### config.mk
export PLATFORM = sky130hd
export DESIGN_NAME = instr_fetch_queue_flat
export DESIGN_NICKNAME = d
export VERILOG_FILES = /design/src/rtl/instr_fetch_queue_pkg.sv /design/src/rtl/instr_fetch_queue_if.sv /design/src/rtl/instr_fetch_queue_fifo.sv /design/src/rtl/instr_fetch_queue.sv /design/src/flat_wrapper.sv
export SDC_FILE = /design/constraint.sdc
export NUM_CORES = 1
export LEC_CHECK = 0
export ABC_AREA = 1
export CAP_MARGIN = 15
export CORE_MARGIN = 1
export CORE_UTILIZATION = 60
export DETAILED_ROUTE_END_ITERATION = 6
export HOLD_SLACK_MARGIN = 0.08
export PLACE_DENSITY_LB_ADDON = 0.08
export RECOVER_POWER = 50
export SLEW_MARGIN = 20
export SYNTH_ARGS = -nofsm -noshare
export SYNTH_HDL_FRONTEND = slang
export SYNTH_HIERARCHICAL = 1
export SYNTH_SLANG_ARGS = --single-unit
### constraint.sdc
create_clock -name clk_i -period 11 [get_ports clk_i]
set_clock_uncertainty 0.15 [all_clocks]
set_input_delay 2.2 -clock clk_i [delete_from_list [all_inputs] [get_ports clk_i]]
set_output_delay 2.2 -clock clk_i [all_outputs]
set_load 0.005 [all_outputs]
### src/rtl/instr_fetch_queue_pkg.sv
// Shared CPU constants and types used by the instruction fetch queue.
package instr_fetch_queue_pkg;

    localparam int XLEN = 32;

    // addi x0, x0, 0
    localparam logic [XLEN-1:0] NOP_INSTR        = 32'h0000_0013;
    localparam logic [XLEN-1:0] DEFAULT_RESET_PC = 32'h0000_0000;

    typedef enum logic [6:0] {
        OPC_LOAD   = 7'b0000011,
        OPC_OP_IMM = 7'b0010011,
        OPC_AUIPC  = 7'b0010111,
        OPC_STORE  = 7'b0100011,
        OPC_OP     = 7'b0110011,
        OPC_LUI    = 7'b0110111,
        OPC_BRANCH = 7'b1100011,
        OPC_JALR   = 7'b1100111,
        OPC_JAL    = 7'b1101111,
        OPC_SYSTEM = 7'b1110011
    } opcode_e;

    typedef struct packed {
        logic [XLEN-1:0] pc;
        logic [XLEN-1:0] instr;
    } fq_entry_t;

    function automatic logic [XLEN-1:0] word_align(input logic [XLEN-1:0] addr);
        return {addr[XLEN-1:2], 2'b00};
    endfunction

endpackage

### src/rtl/instr_fetch_queue_if.sv
// Fetch-side bus bundle: imem request/response, redirect from decode, decode handoff.
interface instr_fetch_queue_if;
    import instr_fetch_queue_pkg::*;

    logic            imem_req_valid_o;
    logic [XLEN-1:0] imem_req_addr_o;
    logic            imem_req_ready_i;
    logic            imem_rsp_valid_i;
    logic [XLEN-1:0] imem_rsp_data_i;
    logic            redirect_i;
    logic [XLEN-1:0] redirect_pc_i;
    logic            id_valid_o;
    logic            id_ready_i;
    logic [XLEN-1:0] id_instr_o;
    logic [XLEN-1:0] id_pc_o;

    modport master (
        output imem_req_valid_o, imem_req_addr_o, id_valid_o, id_instr_o, id_pc_o,
        input  imem_req_ready_i, imem_rsp_valid_i, imem_rsp_data_i,
        input  redirect_i, redirect_pc_i, id_ready_i
    );

    modport slave (
        input  imem_req_valid_o, imem_req_addr_o, id_valid_o, id_instr_o, id_pc_o,
        output imem_req_ready_i, imem_rsp_valid_i, imem_rsp_data_i,
        output redirect_i, redirect_pc_i, id_ready_i
    );

endinterface

### src/rtl/instr_fetch_queue_fifo.sv
// Registered {pc, instr} FIFO with synchronous clear; no read-through bypass.
module fetch_queue_fifo
    import instr_fetch_queue_pkg::*;
#(
    parameter int DEPTH = 4
) (
    input  logic                         clk_i,
    input  logic                         rst_i,
    input  logic                         push_i,
    input  fq_entry_t                    wdata_i,
    input  logic                         pop_i,
    input  logic                         clear_i,
    output fq_entry_t                    rdata_o,
    output logic [$clog2(DEPTH+1)-1:0]   count_o
);
    localparam int AW = $clog2(DEPTH);
    localparam int CW = $clog2(DEPTH + 1);

    fq_entry_t     mem_q [DEPTH];
    logic [AW-1:0] wr_ptr_q, wr_ptr_d;
    logic [AW-1:0] rd_ptr_q, rd_ptr_d;
    logic [CW-1:0] count_q, count_d;

    // Pointer and occupancy next-state; clear overrides any push/pop.
    always_comb begin
        wr_ptr_d = wr_ptr_q;
        rd_ptr_d = rd_ptr_q;
        count_d  = count_q;
        if (clear_i) begin
            wr_ptr_d = '0;
            rd_ptr_d = '0;
            count_d  = '0;
        end else begin
            if (push_i) wr_ptr_d = wr_ptr_q + AW'(1);
            if (pop_i)  rd_ptr_d = rd_ptr_q + AW'(1);
            count_d = count_q + CW'(push_i) - CW'(pop_i);
        end
    end

    // Pointer and occupancy registers.
    always_ff @(posedge clk_i or negedge rst_i) begin
        if (!rst_i) begin
            wr_ptr_q <= '0;
            rd_ptr_q <= '0;
            count_q  <= '0;
        end else begin
            wr_ptr_q <= wr_ptr_d;
            rd_ptr_q <= rd_ptr_d;
            count_q  <= count_d;
        end
    end

    // Storage array; contents are don't-care while count is zero.
    always_ff @(posedge clk_i) begin
        if (push_i && !clear_i) mem_q[wr_ptr_q] <= wdata_i;
    end

    assign rdata_o = mem_q[rd_ptr_q];
    assign count_o = count_q;

endmodule

### src/rtl/instr_fetch_queue.sv
// Instruction fetch queue: credit-limited imem requests, in-order responses,
// redirect flush with drop accounting for responses still in flight.
module instr_fetch_queue
    import instr_fetch_queue_pkg::*;
#(
    parameter int              DEPTH    = 4,
    parameter int              MAX_OUT  = 2,
    parameter logic [XLEN-1:0] RESET_PC = DEFAULT_RESET_PC
) (
    input  logic                 clk_i,
    input  logic                 rst_i,
    instr_fetch_queue_if.master  bus
);
    localparam int CW = $clog2(DEPTH + 1);
    localparam int OW = $clog2(MAX_OUT + 1);

    logic [XLEN-1:0] pc_q, pc_d;
    logic [XLEN-1:0] rsp_pc_q, rsp_pc_d;
    logic [OW-1:0]   out_cnt_q, out_cnt_d;
    logic [OW-1:0]   drop_cnt_q, drop_cnt_d;
    logic [CW-1:0]   count;
    fq_entry_t       head;
    fq_entry_t       push_entry;
    logic            req_valid, accept, rsp_ok, drop_now, keep, pop, id_valid;
    logic [XLEN-1:0] redirect_tgt;

    assign redirect_tgt = word_align(bus.redirect_pc_i);

    // Request credit: never more in flight than the queue can still absorb.
    assign req_valid = rst_i && !bus.redirect_i
                    && (int'(out_cnt_q) < MAX_OUT)
                    && (int'(count) + int'(out_cnt_q) < DEPTH);
    assign accept    = req_valid && bus.imem_req_ready_i;
    assign rsp_ok    = bus.imem_rsp_valid_i && (out_cnt_q != '0);
    assign drop_now  = rsp_ok && (drop_cnt_q != '0);
    assign keep      = rsp_ok && !drop_now && !bus.redirect_i;
    assign id_valid  = (count != '0);
    assign pop       = id_valid && bus.id_ready_i;

    assign push_entry = '{pc: rsp_pc_q, instr: bus.imem_rsp_data_i};

    // Next-state for fetch PC, response PC and in-flight accounting.
    always_comb begin
        pc_d      = pc_q;
        rsp_pc_d  = rsp_pc_q;
        out_cnt_d = out_cnt_q + OW'(accept) - OW'(rsp_ok);
        drop_cnt_d = drop_cnt_q - OW'(drop_now);
        if (bus.redirect_i) begin
            pc_d     = redirect_tgt;
            rsp_pc_d = redirect_tgt;
            // Nothing is issued in a redirect cycle, so every request still in
            // flight after this edge belongs to the old stream.
            drop_cnt_d = out_cnt_q - OW'(rsp_ok);
        end else begin
            if (accept) pc_d     = pc_q + 32'd4;
            if (keep)   rsp_pc_d = rsp_pc_q + 32'd4;
        end
    end

    // Fetch state registers.
    always_ff @(posedge clk_i or negedge rst_i) begin
        if (!rst_i) begin
            pc_q       <= RESET_PC;
            rsp_pc_q   <= RESET_PC;
            out_cnt_q  <= '0;
            drop_cnt_q <= '0;
        end else begin
            pc_q       <= pc_d;
            rsp_pc_q   <= rsp_pc_d;
            out_cnt_q  <= out_cnt_d;
            drop_cnt_q <= drop_cnt_d;
        end
    end

    fetch_queue_fifo #(.DEPTH(DEPTH)) u_fifo (
        .clk_i   (clk_i),
        .rst_i   (rst_i),
        .push_i  (keep),
        .wdata_i (push_entry),
        .pop_i   (pop),
        .clear_i (bus.redirect_i),
        .rdata_o (head),
        .count_o (count)
    );

    assign bus.imem_req_valid_o = req_valid;
    assign bus.imem_req_addr_o  = pc_q;
    assign bus.id_valid_o       = id_valid;
    assign bus.id_instr_o       = id_valid ? head.instr : NOP_INSTR;
    assign bus.id_pc_o          = id_valid ? head.pc : '0;

endmodule

### src/flat_wrapper.sv
// flat-port wrapper written by rule: the top's interface ports become plain ports
module instr_fetch_queue_flat import instr_fetch_queue_pkg::*;
#(
    parameter int              DEPTH    = 4,
    parameter int              MAX_OUT  = 2,
    parameter logic [XLEN-1:0] RESET_PC = DEFAULT_RESET_PC
)
  (clk_i, rst_i, bus_imem_req_valid_o, bus_imem_req_addr_o, bus_id_valid_o, bus_id_instr_o, bus_id_pc_o, bus_imem_req_ready_i, bus_imem_rsp_valid_i, bus_imem_rsp_data_i, bus_redirect_i, bus_redirect_pc_i, bus_id_ready_i);
  instr_fetch_queue_if bus_i ();
  input  logic clk_i;
  input  logic rst_i;
  output wire logic [$bits(bus_i.imem_req_valid_o)-1:0] bus_imem_req_valid_o;
  output wire logic [$bits(bus_i.imem_req_addr_o)-1:0] bus_imem_req_addr_o;
  output wire logic [$bits(bus_i.id_valid_o)-1:0] bus_id_valid_o;
  output wire logic [$bits(bus_i.id_instr_o)-1:0] bus_id_instr_o;
  output wire logic [$bits(bus_i.id_pc_o)-1:0] bus_id_pc_o;
  input wire logic [$bits(bus_i.imem_req_ready_i)-1:0] bus_imem_req_ready_i;
  input wire logic [$bits(bus_i.imem_rsp_valid_i)-1:0] bus_imem_rsp_valid_i;
  input wire logic [$bits(bus_i.imem_rsp_data_i)-1:0] bus_imem_rsp_data_i;
  input wire logic [$bits(bus_i.redirect_i)-1:0] bus_redirect_i;
  input wire logic [$bits(bus_i.redirect_pc_i)-1:0] bus_redirect_pc_i;
  input wire logic [$bits(bus_i.id_ready_i)-1:0] bus_id_ready_i;
  assign bus_imem_req_valid_o = bus_i.imem_req_valid_o;
  assign bus_imem_req_addr_o = bus_i.imem_req_addr_o;
  assign bus_id_valid_o = bus_i.id_valid_o;
  assign bus_id_instr_o = bus_i.id_instr_o;
  assign bus_id_pc_o = bus_i.id_pc_o;
  assign bus_i.imem_req_ready_i = bus_imem_req_ready_i;
  assign bus_i.imem_rsp_valid_i = bus_imem_rsp_valid_i;
  assign bus_i.imem_rsp_data_i = bus_imem_rsp_data_i;
  assign bus_i.redirect_i = bus_redirect_i;
  assign bus_i.redirect_pc_i = bus_redirect_pc_i;
  assign bus_i.id_ready_i = bus_id_ready_i;
  instr_fetch_queue #(.DEPTH(DEPTH), .MAX_OUT(MAX_OUT), .RESET_PC(RESET_PC)) u_core (.clk_i(clk_i), .rst_i(rst_i), .bus(bus_i));
endmodule
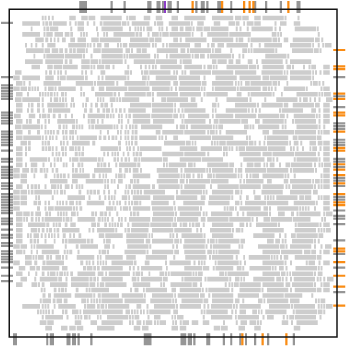
**Above:** run 1 (ports around the boundary).
(2 px per um) Pins as bars across the die edge, other pins in grey.
- purple: bus_imem_req_valid_o (pins 1; direction output; edge north)
- orange: bus_id_instr_o (pins 32; direction output; edge 23 east, 6 north, 3 south)
PortBufs: 163
Die H: 163 um

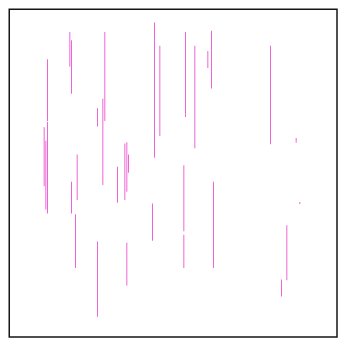
**Above:** run 1 (M4 wires).
(2 px per um)
- main direction: vertical
- nets with wire on the layer: 24
- share of all routed wire: 2.8%
- wire length on this layer: 920 um
- longest straight run: 67.3 um
Vias: 11200
WL final: 32.7 mm

==> results.sh, run 1 <==
# source this file to load flow results
export IMPL_antenna_found_initial=2
export IMPL_instances_no_fill=2112
export IMPL_p_per_area_nw_per_um2=200
export IMPL_hold_viol=0
export IMPL_end_kind="output port"
export IMPL_grt_pass1_vias=10700
export IMPL_slew_violations=119
export IMPL_ys_cells=1605
export IMPL_cp_depth=5
export IMPL_postSynthSeqShare_pct=60.7
export IMPL_async_reset_ff_share_pct=21.7
export IMPL_area_leaders="edfxtp_1 49%, dfrtp_1 11%, nand2_1 11%"
export IMPL_r2r_start="u_core/out_cnt_q[1]$_DFF_PN0_"
export IMPL_yosys_most_used_dff="edfxtp_1"
export IMPL_post_cts_resized=0
export IMPL_cts_num_sinks=327
export IMPL_outcome="finished with violations"
export IMPL_clock_power_share_pct=27.9
export IMPL_tightest_slew_ns=3.98
export IMPL_drive_gt1_share_pct=4.49
export IMPL_grt_max_degree=138
export IMPL_ant_nets=0
export IMPL_cp_slowest_cell="clkbuf_1"
export IMPL_lay_top_cells="445 x nand2_1, 274 x inv_1, 256 x edfxtp_1, 133 x o211ai_1, 128 x nor2_1"
export IMPL_violations="max-capacitance violations, max-slew violations"
export IMPL_holdWs_ns=0.387
export IMPL_cp_data_required_time_ns=8.65
export IMPL_fin_crit_sh_pct=64.6
export IMPL_hold_path_class="reg2reg"
export IMPL_ys_area_sq_um=15600
export IMPL_gp_congestion=0.919
export IMPL_p_int_mw=2.53
export IMPL_drt_initial_drc_count=785
export IMPL_place_area_sq_um=17300
export IMPL_critical_path_class="in2out"
export IMPL_max_cap_violations=2
export IMPL_slew_headroom_pct=-165
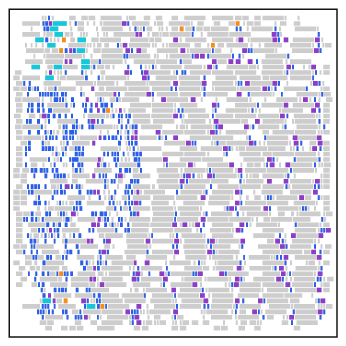
**Above:** run 1 (logic cells by family).
(2 px per um)
- purple: inverting AOI/OAI gates (cells 176; where all over the die)
- blue: NAND gates (cells 558; where all over the die)
- cyan: adder and majority cells (cells 14)
- orange: AND and OR gates (cells 9)

run 1: how the worst min path moves through the flow:
stage,from,endpoint,cells after the start
after floorplan,u_core/rsp_pc_q[31]$_DFFE_PN0N_,u_core/u_fifo/mem_q[0][63]$_DFFE_PP_,0
after global placement,u_core/bus.imem_req_addr_o[3]$_DFFE_PN0P_,u_core/bus.imem_req_addr_o[3]$_DFFE_PN0P_,2
after detailed placement,u_core/bus.imem_req_addr_o[3]$_DFFE_PN0P_,u_core/bus.imem_req_addr_o[3]$_DFFE_PN0P_,2
after CTS,u_core/bus.imem_req_addr_o[3]$_DFFE_PN0P_,u_core/bus.imem_req_addr_o[3]$_DFFE_PN0P_,2
after global routing,u_core/out_cnt_q[0]$_DFF_PN0_,u_core/out_cnt_q[0]$_DFF_PN0_,1
final,u_core/bus.imem_req_addr_o[3]$_DFFE_PN0P_,u_core/bus.imem_req_addr_o[3]$_DFFE_PN0P_,2
run 1: cells in the mapped netlist, types with 2 or more instances:
cell type  number
a21oi_1        15
nor3_1         10
buf_6          27
ha_1           13
inv_2           3
o21ai_0        19
nor2_2          3
inv_1         274
nand4_1         7
buf_2          20
o211ai_1      133
dfrtp_1        71
or2_2           7
o21bai_1        6
nor2_1        131
o21ai_1         2
nand3_1       103
buf_4           4
nand3b_1        2
edfxtp_1      256
xnor2_1         9
xor2_1         17
clkbuf_1       15
nand2_1       445
run 1: final cells by class:
class	instances	area (sq um)
multi-input cells	942	4640
inverters	277	1040
fillers	1868	7060
flip-flops and latches	327	9470
well taps	330	413
repair buffers	178	1710
clock buffers	46	925
clock inverters	12	72.6
run 1: flip-flops by register name (all words and copies together) (netlist names):
| register | flops |
|---|---|
| u_core/u_fifo/mem_q | 256 |
| u_core/out_cnt_q | 2 |
| u_core/bus.imem_req_addr_o | 30 |
| u_core/u_fifo/count_o | 3 |
| u_core/u_fifo/rd_ptr_q | 2 |
| u_core/drop_cnt_q | 2 |
| u_core/u_fifo/wr_ptr_q | 2 |
| u_core/rsp_pc_q | 30 |
run 1: worst min-delay path: cells and delay by family (launching register included):
kind / cells / cell delay (ns)
flops: 1 / 0.39
simple gates: 2 / 0.11
run 1: through the flow:
stage,util [%],power [mW],setup WS [ns]
after detailed placement,68.3,2.67,4.94
after global placement,68.3,2.64,4.96
final,72.1,3.66,3.90
after floorplan,-,2.18,4.60
after CTS,72.3,3.70,4.89
after global routing,72.1,3.87,3.78
run 1: layer usage:
metal	GRT usage (%)	part of all wire, %	up-vias
li1	-	-	5550
met5	0	0.083	-
met1	34.3	43	5227
met3	3.25	5.4	76
met2	42.8	49	366
met4	8.75	2.8	4
run 1: power groups by stage:
stage	Combinational, mW	Clock (mW)	Sequential (mW)
after floorplan	0.647	0	1.53
after global placement	1.09	0	1.56
after detailed placement	1.11	0	1.56
after CTS	1.12	1.04	1.54
after global routing	1.23	1.09	1.55
final	1.10	1.02	1.54
run 1: logic make-up after synthesis:
kind of cell	after synthesis	synth area share, %
flops	327	60.7
buf+inv	345	9.88
xor+xnor	26	1.46
fa+ha+maj	14	1.17
other cells	1	0.0241
compound gates	176	7.89
simple gates	715	18.8
mux	1	0.0642
==> run 2, diff against run 1 <==
- CORE_UTILIZATION: 60 -> 52
- clock period: 11 -> 5.8 ns (I/O delays scaled with it)
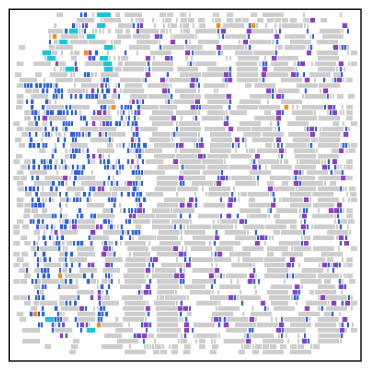
**Above:** run 2 (logic cells by family).
(2 px per um)
- orange: AND and OR gates (cells 9)
- purple: inverting AOI/OAI gates (cells 176; where all over the die)
- blue: NAND gates (cells 558; where all over the die)
- cyan: adder and majority cells (cells 14)
Non-Filler Instances: 2182
Comb area share: 24.9%
commonest non-fill, non-tap cell in the layout: nand2_1

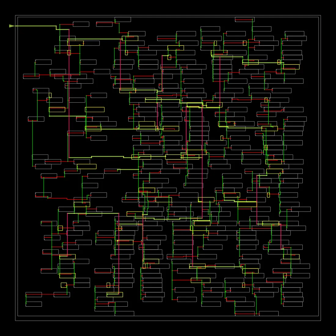
**Above:** run 2 (the clock network).
Clk. pwr: 2.30 mW
Worst-Skew Late Latency: 0.51 ns
Sink Count: 327
clk_buf instances: 43
flop count: 327

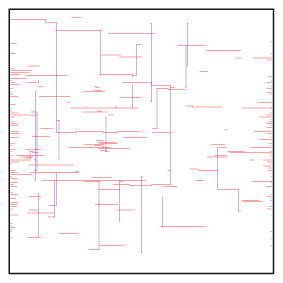
**Above:** run 2 (routed metal, one colour a layer).
(1.5 px per um) Two of the layers only.
- purple: metal 4 (wire length 749 um)
- red: metal 3 (wire length 1650 um)

==> run 2 against run 1 <==
The run still ends with max-capacitance violations, max-slew violations left. Core utilization is 9.2 points lower. Sequential power is about 90% higher. Area after synthesis stayed put.
==> results.sh, run 2 <==
# source this file to load flow results
export IMPL_outcome="finished with violations"
export IMPL_violations="max-capacitance violations, max-slew violations"
export IMPL_ys_cells=1605
export IMPL_p_per_area_nw_per_um2=392
export IMPL_end_kind="flip-flop"
export IMPL_hold_viol=0
export IMPL_drive_gt1_share_pct=4.69
export IMPL_vias=11200
export IMPL_slew_violations=37
export IMPL_gp_congestion=0.882
export IMPL_hold_path_class="reg2reg"
export IMPL_top_register="u_core/u_fifo/mem_q"
export IMPL_tightest_slew_ns=1.56
export IMPL_die_y_um=175
export IMPL_topCombFamilyByArea="simple AND/OR/NAND/NOR gates"
export IMPL_grt_pass1_vias=10700
export IMPL_fin_crit_sh_pct=81.5
export IMPL_slew_headroom_pct=-3.86
export IMPL_critical_path_class="in2reg"
export IMPL_ys_area_sq_um=15600
export IMPL_nFillCells=2423
export IMPL_ant_nets=0
export IMPL_yosys_area_share_simple_pct=18.8
export IMPL_xor_area_share_pct=1.46
export IMPL_max_cap_violations=1
export IMPL_yosys_area_share_aoi_pct=7.89
export IMPL_port_buffers=163
export IMPL_synth_adder_area_share_pct=1.17
export IMPL_totalWireLength_mm=33.5
export IMPL_antenna_found_initial=1
export IMPL_grt_max_degree=128
export IMPL_yosys_most_used_dff="edfxtp_1"
export IMPL_post_cts_resized=0
export IMPL_lay_top_cells="445 x nand2_1, 274 x inv_1, 256 x edfxtp_1, 133 x o211ai_1, 127 x nor2_1"
## run 2: netlist changes by cell type in the layout (fill, tap and decap cells not counted), moves of 2 or more
cell	change
bufinv_16	+6
clkinv_1	+6
clkbuf_8	-5
clkbuf_16	+4
buf_12	+3
buf_4	+2
clkbuf_1	-2
diode_2	+2
## run 2: area by class of cell
type                       instances  area, sq um  area share [%]
antenna                            2         5.00          0.0269
clock buffer                      43          948            5.10
clock inverter                    20          248            1.33
inverter                         277         1040            5.61
multi-input combinational        942         4630            24.9
sequential                       327         9470            50.9
tap                              390          488            2.62
timing repair buffer             181         1770            9.53
## run 2: cells by family after synthesis
kind of cell,Yosys count
mux,1
compound gates,176
fa+ha+maj,14
flops,327
simple gates,715
other cells,1
xor+xnor,26
buf+inv,345
## run 2: worst max-delay path, stage by stage
cell and delay [ns]:
dlygate4sd3_1 0.53, o21ai_0 0.10, inv_1 0.15, nand2_1 0.15
nor2_2 0.10, clkbuf_1 0.87, nand2_1 0.48, nor2_4 0.69
buf_4 0.47
## run 2: path summary, 6_finish.rpt
kind	from	endpoint	slack, ns	cells past startpoint
max in group asynchronous	rst_i	u_core/rsp_pc_q[2]$_DFFE_PN0N_	4.00	2
hold / removal	u_core/bus.imem_req_addr_o[3]$_DFFE_PN0P_	u_core/bus.imem_req_addr_o[3]$_DFFE_PN0P_	0.40	2
hold reg to reg	u_core/bus.imem_req_addr_o[3]$_DFFE_PN0P_	u_core/bus.imem_req_addr_o[3]$_DFFE_PN0P_	0.40	2
setup / recovery	bus_imem_rsp_valid_i	u_core/u_fifo/mem_q[0][53]$_DFFE_PP_	1.07	9
setup reg to reg	u_core/out_cnt_q[1]$_DFF_PN0_	u_core/u_fifo/mem_q[0][53]$_DFFE_PP_	1.79	8
min in group asynchronous	rst_i	u_core/u_fifo/rd_ptr_q[0]$_DFFE_PN0P_	0.84	2
## run 2: power breakdown
| group | internal (mW) | switching, mW | leakage, nW | total (mW) |
|---|---|---|---|---|
| Clock | 1.43 | 0.872 | 0.583 | 2.30 |
| Sequential | 2.72 | 0.200 | 3.17 | 2.92 |
| Combinational | 0.981 | 1.10 | 4.18 | 2.08 |
## run 2: metal layers
layer  track usage (%)  wire (um)  vias to the layer above
met4              6.74        748                        0
met3              3.26       1650                       53
met1              29.8      14900                     5255
li1                  -          -                     5581
met5                 0          0                        -
met2              38.1      16100                      296
## run 2: metrics by stage
step | power (mW) | setup WS [ns] | cell area, sq um | utilization (%)
finish | 7.30 | 1.07 | 18600 | 62.9
global route | 7.72 | 0.837 | 18600 | 62.9
CTS | 7.39 | 1.42 | 18600 | 63.1
detailed placement | 5.08 | 1.38 | 17400 | 59.0
global placement | 5.04 | 1.43 | 17400 | 59.0
floorplan | 4.13 | 0.438 | 15600 | -
No activity file was given, so power comes from the tool's default toggle rates.
